## config.mk

```make
export PLATFORM = sky130hd
export DESIGN_NAME = ps2_host_tx
export DESIGN_NICKNAME = d
export VERILOG_FILES = /design/src/rtl/ps2_host_tx.sv
export SDC_FILE = /design/constraint.sdc
export NUM_CORES = 1
export LEC_CHECK = 0
export ABC_CLOCK_PERIOD_IN_PS = 3750
export CAP_MARGIN = 20
export CORE_MARGIN = 2
export CORE_UTILIZATION = 60
export DETAILED_ROUTE_END_ITERATION = 12
export GPL_ROUTABILITY_DRIVEN = 0
export HOLD_SLACK_MARGIN = 0.06
export PLACE_DENSITY = 0.92
export SYNTH_ARGS = -nofsm -noshare
export SYNTH_HDL_FRONTEND = slang
export SYNTH_SLANG_ARGS = --single-unit
```

## constraint.sdc

```tcl
create_clock -name clk -period 3.75 [get_ports clk]
set_clock_uncertainty 0.05 [all_clocks]
set_input_delay 0.375 -clock clk [delete_from_list [all_inputs] [get_ports clk]]
set_output_delay 0.375 -clock clk [all_outputs]
set_load 0.05 [all_outputs]
```

## src/rtl/ps2_host_tx.sv

```systemverilog
// Host-to-device PS/2 transmitter: inhibit, request-to-send, clock out one byte with odd parity,
// then check the device ack. Both lines are driven open-drain through pull-low enables.
`timescale 1ns / 1ps
module ps2_host_tx #(
    parameter int unsigned INHIBIT_CYCLES = 10000,
    parameter int unsigned TIMEOUT_CYCLES = 2000000,
    parameter int unsigned SYNC_STAGES    = 2
) (
    input  logic       clk,
    input  logic       reset,
    input  logic [7:0] tx_data,
    input  logic       tx_valid,
    output logic       tx_ready,
    output logic       busy,
    output logic       tx_done,
    output logic       tx_error,
    input  logic       ps2_clk_in,
    input  logic       ps2_data_in,
    output logic       ps2_clk_oe,
    output logic       ps2_data_oe
);
    localparam int unsigned InhW = $clog2(INHIBIT_CYCLES + 1);
    localparam int unsigned ToW  = $clog2(TIMEOUT_CYCLES + 1);
    localparam logic [InhW-1:0] InhMax = InhW'(INHIBIT_CYCLES);
    localparam logic [ToW-1:0]  ToMax  = ToW'(TIMEOUT_CYCLES);
    localparam logic [3:0]      BitMax = 4'd10;

    typedef enum logic [2:0] {
        StIdle, StInhibit, StRts, StSend, StAck, StWaitIdle
    } state_e;

    state_e state_q, state_d;

    logic [SYNC_STAGES-1:0] clk_sync_q, data_sync_q;
    logic                   clk_prev_q;
    logic [InhW-1:0]        inh_cnt_q, inh_inc;
    logic [ToW-1:0]         to_cnt_q, to_inc;
    logic [3:0]             bit_cnt_q;
    logic [7:0]             byte_q;
    logic                   parity_q, send_low_q, ack_ok_q, done_q, error_q;
    logic                   clk_s, data_s, fe, timed, to_hit, lines_idle;

    // Sync flops reset to the idle (high) line level so reset never fakes a falling edge.
    always_ff @(posedge clk or posedge reset) begin
        if (reset) begin
            clk_sync_q  <= '1;
            data_sync_q <= '1;
            clk_prev_q  <= 1'b1;
        end else begin
            clk_sync_q  <= SYNC_STAGES'({clk_sync_q, ps2_clk_in});
            data_sync_q <= SYNC_STAGES'({data_sync_q, ps2_data_in});
            clk_prev_q  <= clk_s;
        end
    end

    assign clk_s      = clk_sync_q[SYNC_STAGES-1];
    assign data_s     = data_sync_q[SYNC_STAGES-1];
    assign fe         = clk_prev_q & ~clk_s;
    assign lines_idle = clk_s & data_s;

    always_comb begin
        inh_inc = (inh_cnt_q == InhMax) ? inh_cnt_q : inh_cnt_q + InhW'(1);
        to_inc  = (to_cnt_q == ToMax) ? to_cnt_q : to_cnt_q + ToW'(1);
        timed   = (state_q == StSend) || (state_q == StAck) || (state_q == StWaitIdle);
        to_hit  = timed && (to_inc == ToMax);
    end

    // FSM state register
    always_ff @(posedge clk or posedge reset) begin
        if (reset) begin
            state_q <= StIdle;
        end else begin
            state_q <= state_d;
        end
    end

    // FSM next state; timeout wins over a same-cycle falling edge
    always_comb begin
        state_d = state_q;
        case (state_q)
            StIdle:     if (tx_valid) state_d = StInhibit;
            StInhibit:  if (inh_inc == InhMax) state_d = StRts;
            StRts:      state_d = StSend;
            StSend: begin
                if (to_hit) begin
                    state_d = StIdle;
                end else if (fe && (bit_cnt_q == 4'd9)) begin
                    state_d = StAck;
                end
            end
            StAck: begin
                if (to_hit) begin
                    state_d = StIdle;
                end else if (fe) begin
                    state_d = StWaitIdle;
                end
            end
            StWaitIdle: if (to_hit || lines_idle) state_d = StIdle;
            default:    state_d = StIdle;
        endcase
    end

    // FSM outputs; decoded from state so reset releases the lines without a clock edge
    always_comb begin
        tx_ready    = (state_q == StIdle);
        busy        = (state_q != StIdle);
        ps2_clk_oe  = (state_q == StInhibit) || (state_q == StRts);
        ps2_data_oe = (state_q == StRts) || ((state_q == StSend) && send_low_q);
        tx_done     = done_q;
        tx_error    = error_q;
    end

    always_ff @(posedge clk or posedge reset) begin
        if (reset) begin
            inh_cnt_q  <= '0;
            to_cnt_q   <= '0;
            bit_cnt_q  <= '0;
            byte_q     <= '0;
            parity_q   <= 1'b0;
            send_low_q <= 1'b0;
            ack_ok_q   <= 1'b0;
            done_q     <= 1'b0;
            error_q    <= 1'b0;
        end else begin
            done_q  <= 1'b0;
            error_q <= 1'b0;
            if (timed) to_cnt_q <= to_inc;
            case (state_q)
                StIdle: begin
                    if (tx_valid) begin
                        byte_q    <= tx_data;
                        parity_q  <= ~^tx_data;
                        inh_cnt_q <= '0;
                    end
                end
                StInhibit: inh_cnt_q <= inh_inc;
                StRts: begin
                    bit_cnt_q  <= '0;
                    to_cnt_q   <= '0;
                    send_low_q <= 1'b1;
                end
                StSend: begin
                    if (to_hit) begin
                        send_low_q <= 1'b0;
                        error_q    <= 1'b1;
                    end else if (fe) begin
                        if (bit_cnt_q[3] == 1'b0) begin
                            send_low_q <= ~byte_q[bit_cnt_q[2:0]];
                        end else if (bit_cnt_q == 4'd8) begin
                            send_low_q <= ~parity_q;
                        end else begin
                            send_low_q <= 1'b0;
                        end
                        if (bit_cnt_q != BitMax) bit_cnt_q <= bit_cnt_q + 4'd1;
                    end
                end
                StAck: begin
                    if (to_hit) begin
                        error_q <= 1'b1;
                    end else if (fe) begin
                        ack_ok_q <= ~data_s;
                    end
                end
                StWaitIdle: begin
                    if (to_hit) begin
                        error_q <= 1'b1;
                    end else if (lines_idle) begin
                        done_q  <= ack_ok_q;
                        error_q <= ~ack_ok_q;
                    end
                end
                default: ;
            endcase
        end
    end

endmodule

```

Figure 1. Signal wires on met2 (run 1).
The bar under the picture is 20 um long.
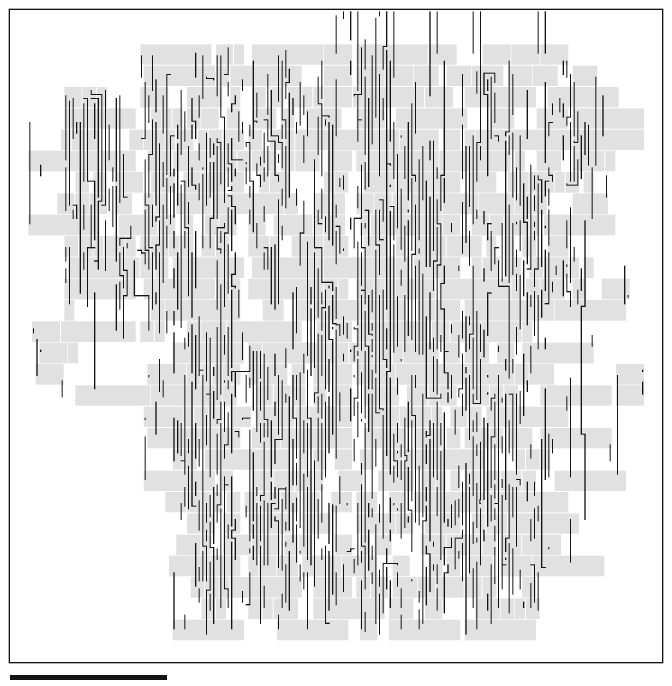
share of all routed wire: 48%
wire length on this layer: 4190 um
main direction: vertical
met2 Track Usage GR: 0.406
detailed-route via count: 3340

Figure 2. Close-up of the layout (run 1).
The bar under the picture is 10 um long. Region (22, 5) to (62, 45) um. Cells in gray, sequential cells in the stronger gray; small squares are vias.
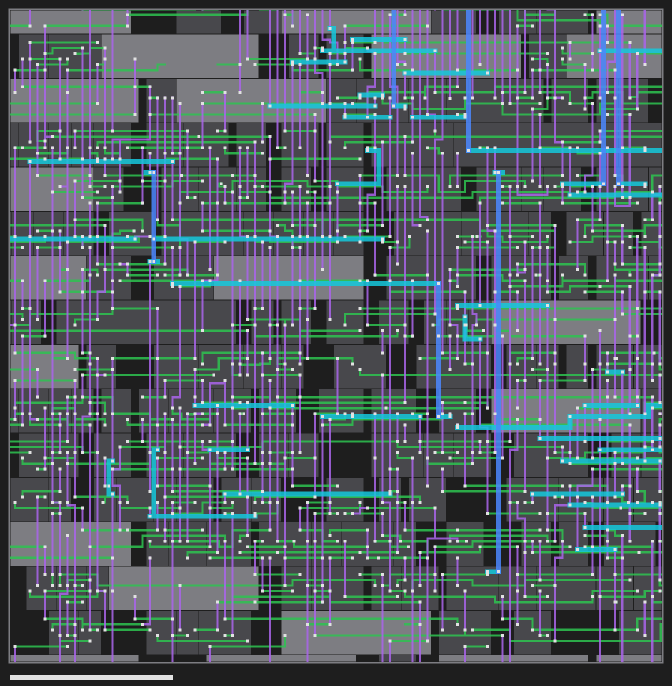
legend:
  cyan:
    layer: metal 3
  blue:
    layer: metal 4
  purple:
    layer: metal 2
  green:
    layer: metal 1
sequential cells in the window: 15
most frequent: o21ai_0 (22), nand2_1 (14), dfrtp_1 (13)
cells with their middle in the window: 169
netlist names of flops here include: to_cnt_q (11)

Figure 3. Met1 routing (run 1).
The bar under the picture is 20 um long. Supply wires on this layer in gray.
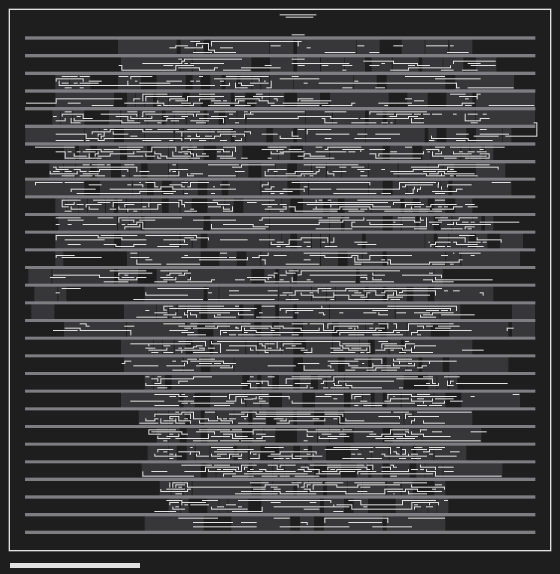
wire length on this layer: 3750 um
nets with wire on the layer: 412
longest straight run: 26.2 um
share of all routed wire: 43%
main direction: horizontal
routed wire length: 8.65 mm
met1 usage in global routing: 0.336

## run 1: cells in the mapped netlist, drive strengths merged, types with 2 or more instances
cell and number:
and3 10, ha 8, nor2b 11, and2 9
or3b 2, o21a 2, o211ai 2, dfrtp 55
o31ai 7, o22ai 3, or3 5, mux4 2
o21bai 2, o21ai 52, dfstp 5, buf 4
a31oi 9, a21oi 15, nor4 2, xnor2 13
a32oi 2, nand3 21, o221ai 2, or4 4
a32o 2, a22o 2, xor2 6, o41ai 3
and4 2, clkbuf 23, nor2 30, nand4 11
or2 2, nor3b 4, mux2 9, a21o 2
mux2i 2, inv 14, nor3 10, nand2 37
nand2b 7, a211oi 2
## run 1: per-layer routing
metal,vias up,share of wire
met1,1617,0.43
met5,-,0
met3,28,0.058
met2,148,0.48
met4,0,0.024
li1,1547,-
==> flow_metrics.py, run 1 <==
# Metrics from the implementation run
metrics = {
    "run_status": {
        "outcome": "finished clean",
    },
    "setup_path": {
        "critPathLaunchType": "flop",
        "critPathCaptureType": "flop",
        "critical_path.slowest_cell": "or4_4",
        "wp_depth": 9,
    },
    "yosys": {
        "yosys_warnings": 0,
        "register_bit_count_reported_by_yosys": 60,
        "synth.top_cells.by_area": "dfrtp_1, o21ai_0, nand2_1",
        "largest_area_cell": "dfrtp_1",
        "synth_nets": 447,
        "yosys-dominant-comb-family": "simple AND/OR/NAND/NOR gates",
        "enable_flop_cells": 0,
    },
    "global_route": {
        "grt_remaining_overflow": 0,
    },
    "cells_and_area": {
        "lay_top_cells": "dfrtp_1, o21ai_0, nand2_1",
        "fillCellCount": 423,
        "seq_area_frac": 0.367,
        "area_share_clock_buf_inv": 0.0447,
        "n_all_inverters": 14,
        "comb_area_frac": 0.507,
        "comb_area_um2": 2090,
        "non_clock_buffers": 19,
        "layout-drive-gt1-share": 0.0968,
    },
    "floorplanning": {
        "fp.dieArea_um2": 6920,
        "die-width_um": 83.2,
    },
    "power": {
        "power.clock.fraction": 0.446,
        "power.density_nw_per_um2": 308,
    },
    "cts": {
        "post_cts.repair.setup_buffers": 0,
        "cts-root-to-sink-buffers": 2,
    },
    "placed_design": {
        "io_buffers": 18,
        "placedInstanceArea_um2": 3930,
        "post-dp-hpwl_mm": 5.61,
    },
    "sta": {
        "setup-tns-final_ps": 0,
        "final-hold-violation-count": 0,
        "final-setup-viol-count": 0,
    },
    "min_path": {
        "min_path_type": "reg -> reg",
    },
}
Figure 4. Routing congestion map (run 1).
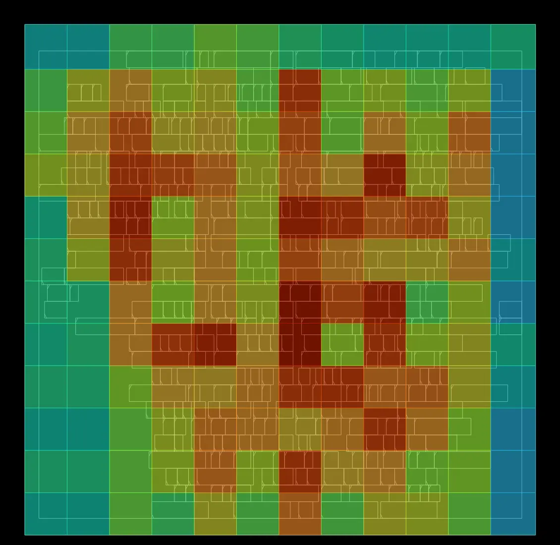

==> inputs of run 2 (changes only) <==
ABC_CLOCK_PERIOD_IN_PS = 3140   (was 3750)
clock period = 3.14 ns   (was 3.75 ns; I/O delays follow)
Figure 5. Routing congestion map (run 2).
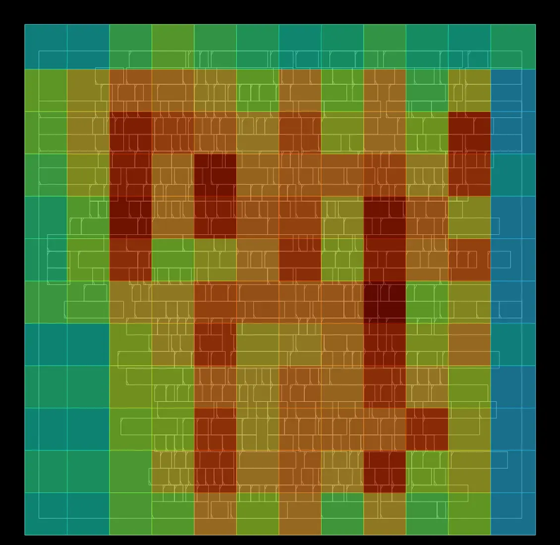
met1 usage in global routing: 0.334
gr busiest metal: met2
routed wirelength normalized by instance count: 17.4 um

Figure 6. Cell sizes after repair (run 2).
The bar under the picture is 20 um long.
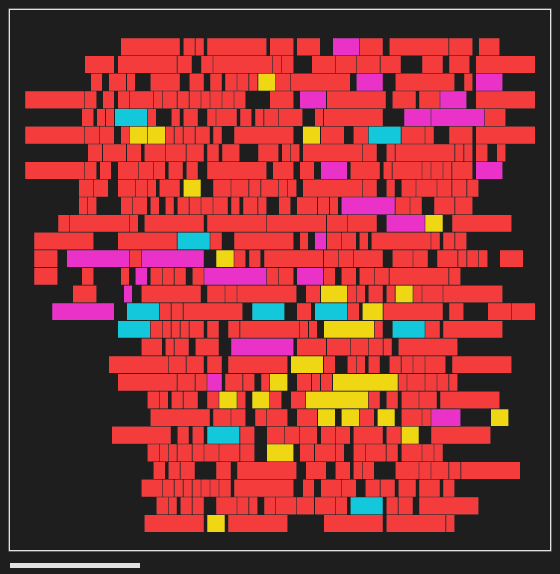
legend:
  cyan:
    size: _6 and larger
    cells: 10
    share: 2.2%
    most_used: clkbuf_8
  yellow:
    size: _3 and _4 cells
    cells: 24
    share: 5.4%
    most_used: buf_4
  magenta:
    size: _2 cells
    cells: 22
    share: 4.9%
    most_used: mux2_2
  red:
    size: _0 and _1 cells
    cells: 390
    share: 87%
    most_used: dfrtp_1
Non-clock buffers: 31
relative area change from synthesis to final layout: 12.0%
setup ws final: 68.5 ps

Figure 7. Signal wires on met2 (run 2).
The bar under the picture is 20 um long.
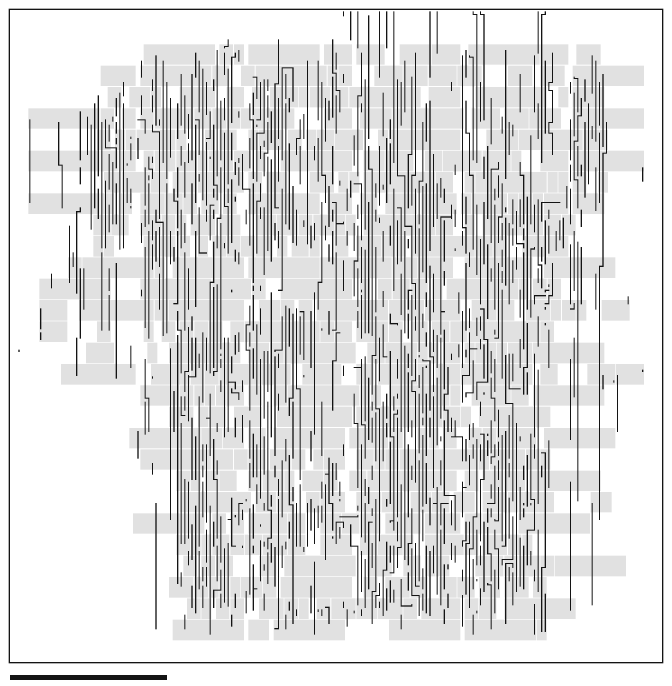
met2 Track Usage GR: 0.434
detailed-route via count: 3428
routed wire length: 9.09 mm

==> flow_metrics.py, run 2 <==
# Metrics from the implementation run
metrics = {
    "drt": {
        "length_of_routed_wiring_on_met1_mm": 3.81,
        "highest_layer": "met4",
        "met2_wirelength_mm": 4.46,
        "detailroute.wirelength.met3_um": 526,
    },
    "yosys": {
        "synth.top_cells.by_area": "dfrtp_1, o21ai_0, nand2_1",
        "enable_flop_cells": 0,
        "yosys_warnings": 0,
        "largest_area_cell": "dfrtp_1",
        "register_bit_count_reported_by_yosys": 60,
        "synth_nets": 447,
        "synthTopCellsByCount": "dfrtp_1, o21ai_0, nand2_1",
        "most_common_cell": "dfrtp_1",
    },
    "placed_design": {
        "io_buffers": 18,
        "placedInstanceArea_um2": 4020,
    },
    "sta": {
        "setup-tns-final_ps": 0,
        "final-setup-viol-count": 0,
        "final-hold-violation-count": 0,
    },
    "global_route": {
        "grt_remaining_overflow": 0,
    },
    "cts": {
        "post_cts.repair.setup_buffers": 0,
        "cts.htree.levels": 3,
        "cts-root-to-sink-buffers": 2,
    },
    "cells_and_area": {
        "lay_top_cells": "dfrtp_1, o21ai_0, nand2_1",
        "comb_area_um2": 2110,
        "n_all_inverters": 14,
        "fillCellCount": 415,
        "area_share_clock_buf_inv": 0.0421,
        "comb_area_frac": 0.500,
        "layout-drive-gt1-share": 0.126,
        "top_area_cell_class": "logic gates",
    },
    "setup_path": {
        "critical_path_peak_fanout": 11,
        "critPathLaunchType": "flop",
        "ff2ff_path_depth": 10,
        "crit_path_cell_trace": "inv_1, ha_1, nand2b_4, or4_4, or4_4, a221oi_4, nand4_4, buf_4, a41oi_2, a211oi_2",
        "critical_path.slowest_cell": "or4_4",
        "reg2reg_to": "bit_cnt_q[2]",
        "critPathCaptureType": "flop",
    },
    "floorplanning": {
        "fp.dieArea_um2": 6920,
        "die-width_um": 83.2,
    },
    "run_status": {
        "outcome": "finished clean",
    },
    "power": {
        "power.density_nw_per_um2": 349,
    },
    "min_path": {
        "min_path_type": "reg -> reg",
    },
}
[run 2: worst register-to-register path, stage by stage, from the launching register on]
cell and delay, ps:
dfrtp_1 410, inv_1 90, ha_1 190, nand2b_4 60, or4_4 530, or4_4 520
a221oi_4 350, nand4_4 220, buf_4 220, a41oi_2 230, a211oi_2 90
[run 2: cells by family after synthesis]
family / Yosys count / share of synthesized area
mux: 13 / 0.0442
compound gates: 114 / 0.195
xor+xnor: 19 / 0.0442
flops: 60 / 0.401
buf+inv: 41 / 0.0452
simple gates: 171 / 0.244
fa+ha+maj: 8 / 0.0266
[run 2: power breakdown]
part	switching (uW)	leakage, uW	internal, uW
Clock	328	0.0000803	304
Combinational	30.2	0.000814	27.4
Sequential	2.37	0.000791	779
Total	360	0.00169	1110
Figure 8. Met1 routing (run 2).
The bar under the picture is 20 um long. Supply wires on this layer in gray.
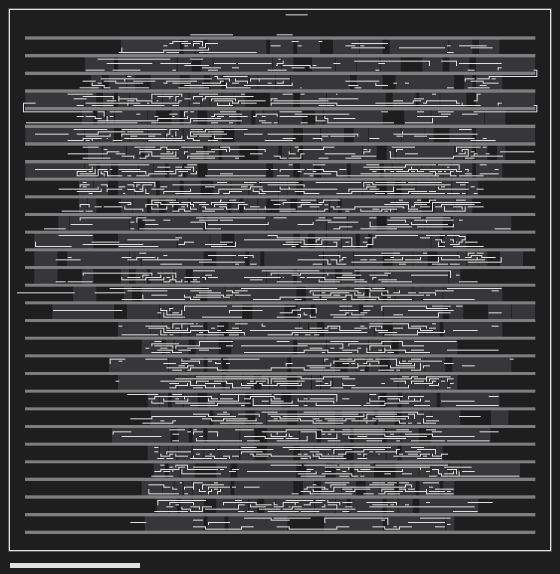

==> inputs of run 3 (changes only) <==
CAP_MARGIN = 15   (was 20)
SETUP_SLACK_MARGIN = 0.4   (was not set)
SLEW_MARGIN = 20   (was not set)
Figure 9. Met1 routing (run 3).
The bar under the picture is 20 um long. Supply wires on this layer in gray.
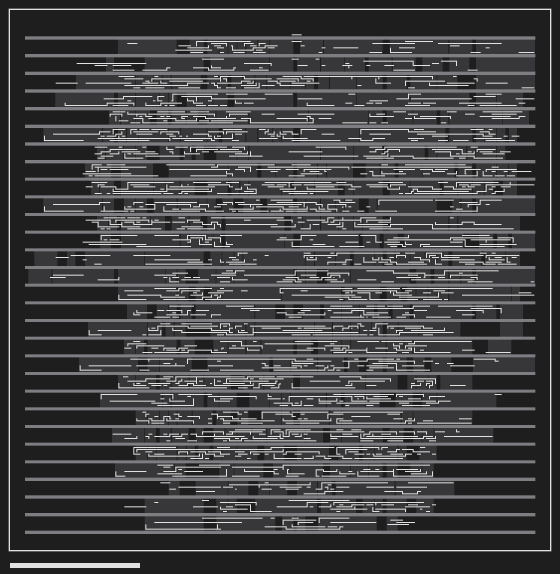
main direction: horizontal
longest straight run: 26.5 um
share of all routed wire: 40%
nets with wire on the layer: 429
routed wire length: 9.48 mm
met1 usage in global routing: 0.361

Figure 10. Signal wires on met2 (run 3).
The bar under the picture is 20 um long.
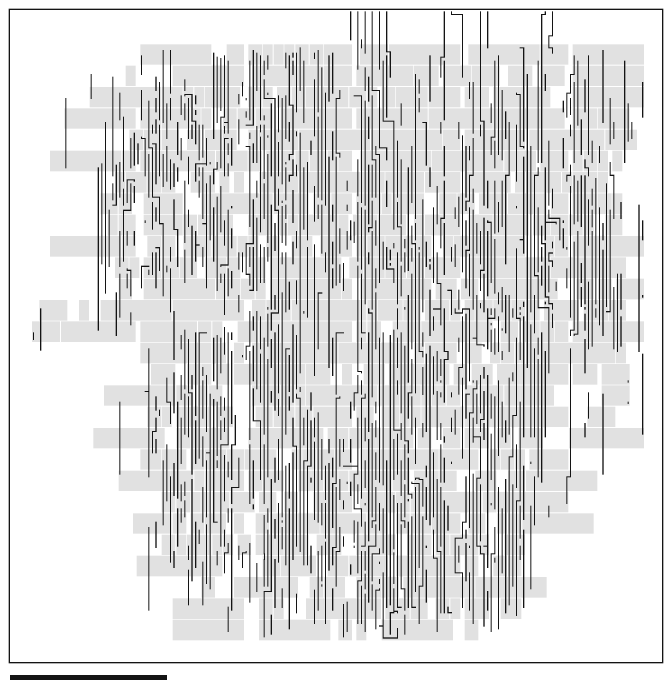
wire length on this layer: 4750 um
nets with wire on the layer: 398
detailed-route via count: 3443
met2 Track Usage GR: 0.449

Figure 11. Close-up of the layout (run 3).
The bar under the picture is 10 um long. Region (22, 5) to (62, 45) um. Cells in gray, sequential cells in the stronger gray; small squares are vias.
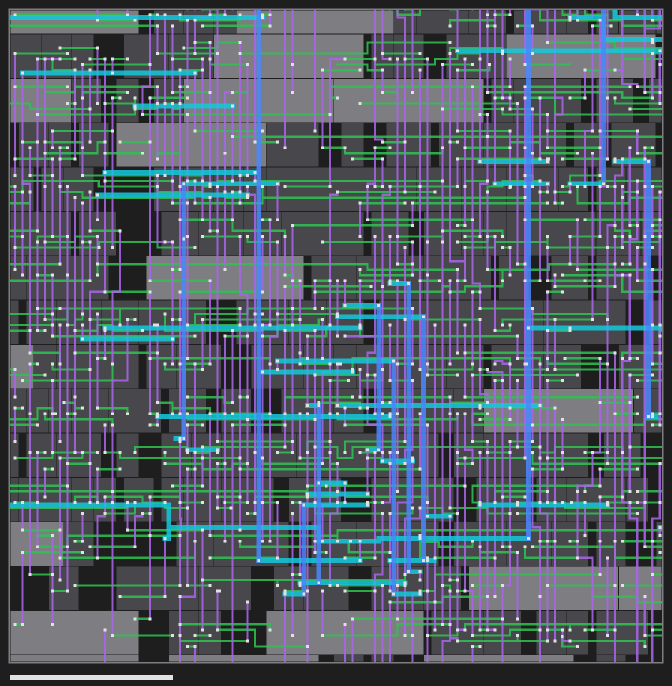

==> flow_metrics.py, run 3 <==
# Metrics from the implementation run
metrics = {
    "power": {
        "seq_power_share": 0.500,
        "power.switching_uw": 369,
        "largestPowerGroup": "registers",
        "power.clock.fraction": 0.462,
        "power.density_nw_per_um2": 361,
    },
    "global_route": {
        "grt_most_used_layer": "met2",
    },
    "run_status": {
        "outcome": "finished clean",
    },
    "cells_and_area": {
        "synthToLayoutAreaGrowth_pct": 14.9,
        "layout-drive-gt1-share": 0.171,
    },
    "placed_design": {
        "io_buffers": 18,
    },
    "cts": {
        "cts-root-to-sink-buffers": 2,
    },
    "setup_path": {
        "ff2ff_path_depth": 8,
        "reg2reg_to": "bit_cnt_q[2]",
        "critPathLaunchType": "flop",
        "critical_path.slowest_cell": "or4_4",
    },
    "drt": {
        "detailroute.wirelength.met3_um": 596,
        "drt-wirelength-per-cell_um": 18.2,
    },
    "yosys": {
        "synth.cellmix.adderShare": 0.0266,
        "mux_area_frac": 0.0442,
        "synthTopCellsByCount": "dfrtp_1, o21ai_0, nand2_1",
        "enable_flop_cells": 0,
        "yosys-dominant-comb-family": "simple AND/OR/NAND/NOR gates",
        "synth.top_cells.by_area": "dfrtp_1, o21ai_0, nand2_1",
    },
    "sta": {
        "final.setup.worst_slack_ps": 435,
    },
}
[run 3: cell counts after synthesis]
No cell type changed its count.
[run 3: final cells by class]
cell class	instances	area (um^2)
clock buffers	10	138
clock inverters	6	63.8
fillers	374	1670
inverters	14	52.6
multi-input cells	325	2180
flip-flops and latches	60	1510
well taps	75	93.8
repair buffers	30	284
[run 3: through the flow]
stage | cells | instance area, um^2 | util | hold slack, ps
5_1_grt | 520 | 4320 | 0.722 | 318
4_1_cts | 519 | 4260 | 0.711 | 306
6_report | 520 | 4320 | 0.722 | 314
2_1_floorplan | 426 | 3770 | - | 268
3_3_place_gp | 498 | 3990 | 0.665 | 303
3_5_place_dp | 498 | 3990 | 0.665 | 304
No activity file was given, so power comes from the tool's default toggle rates.
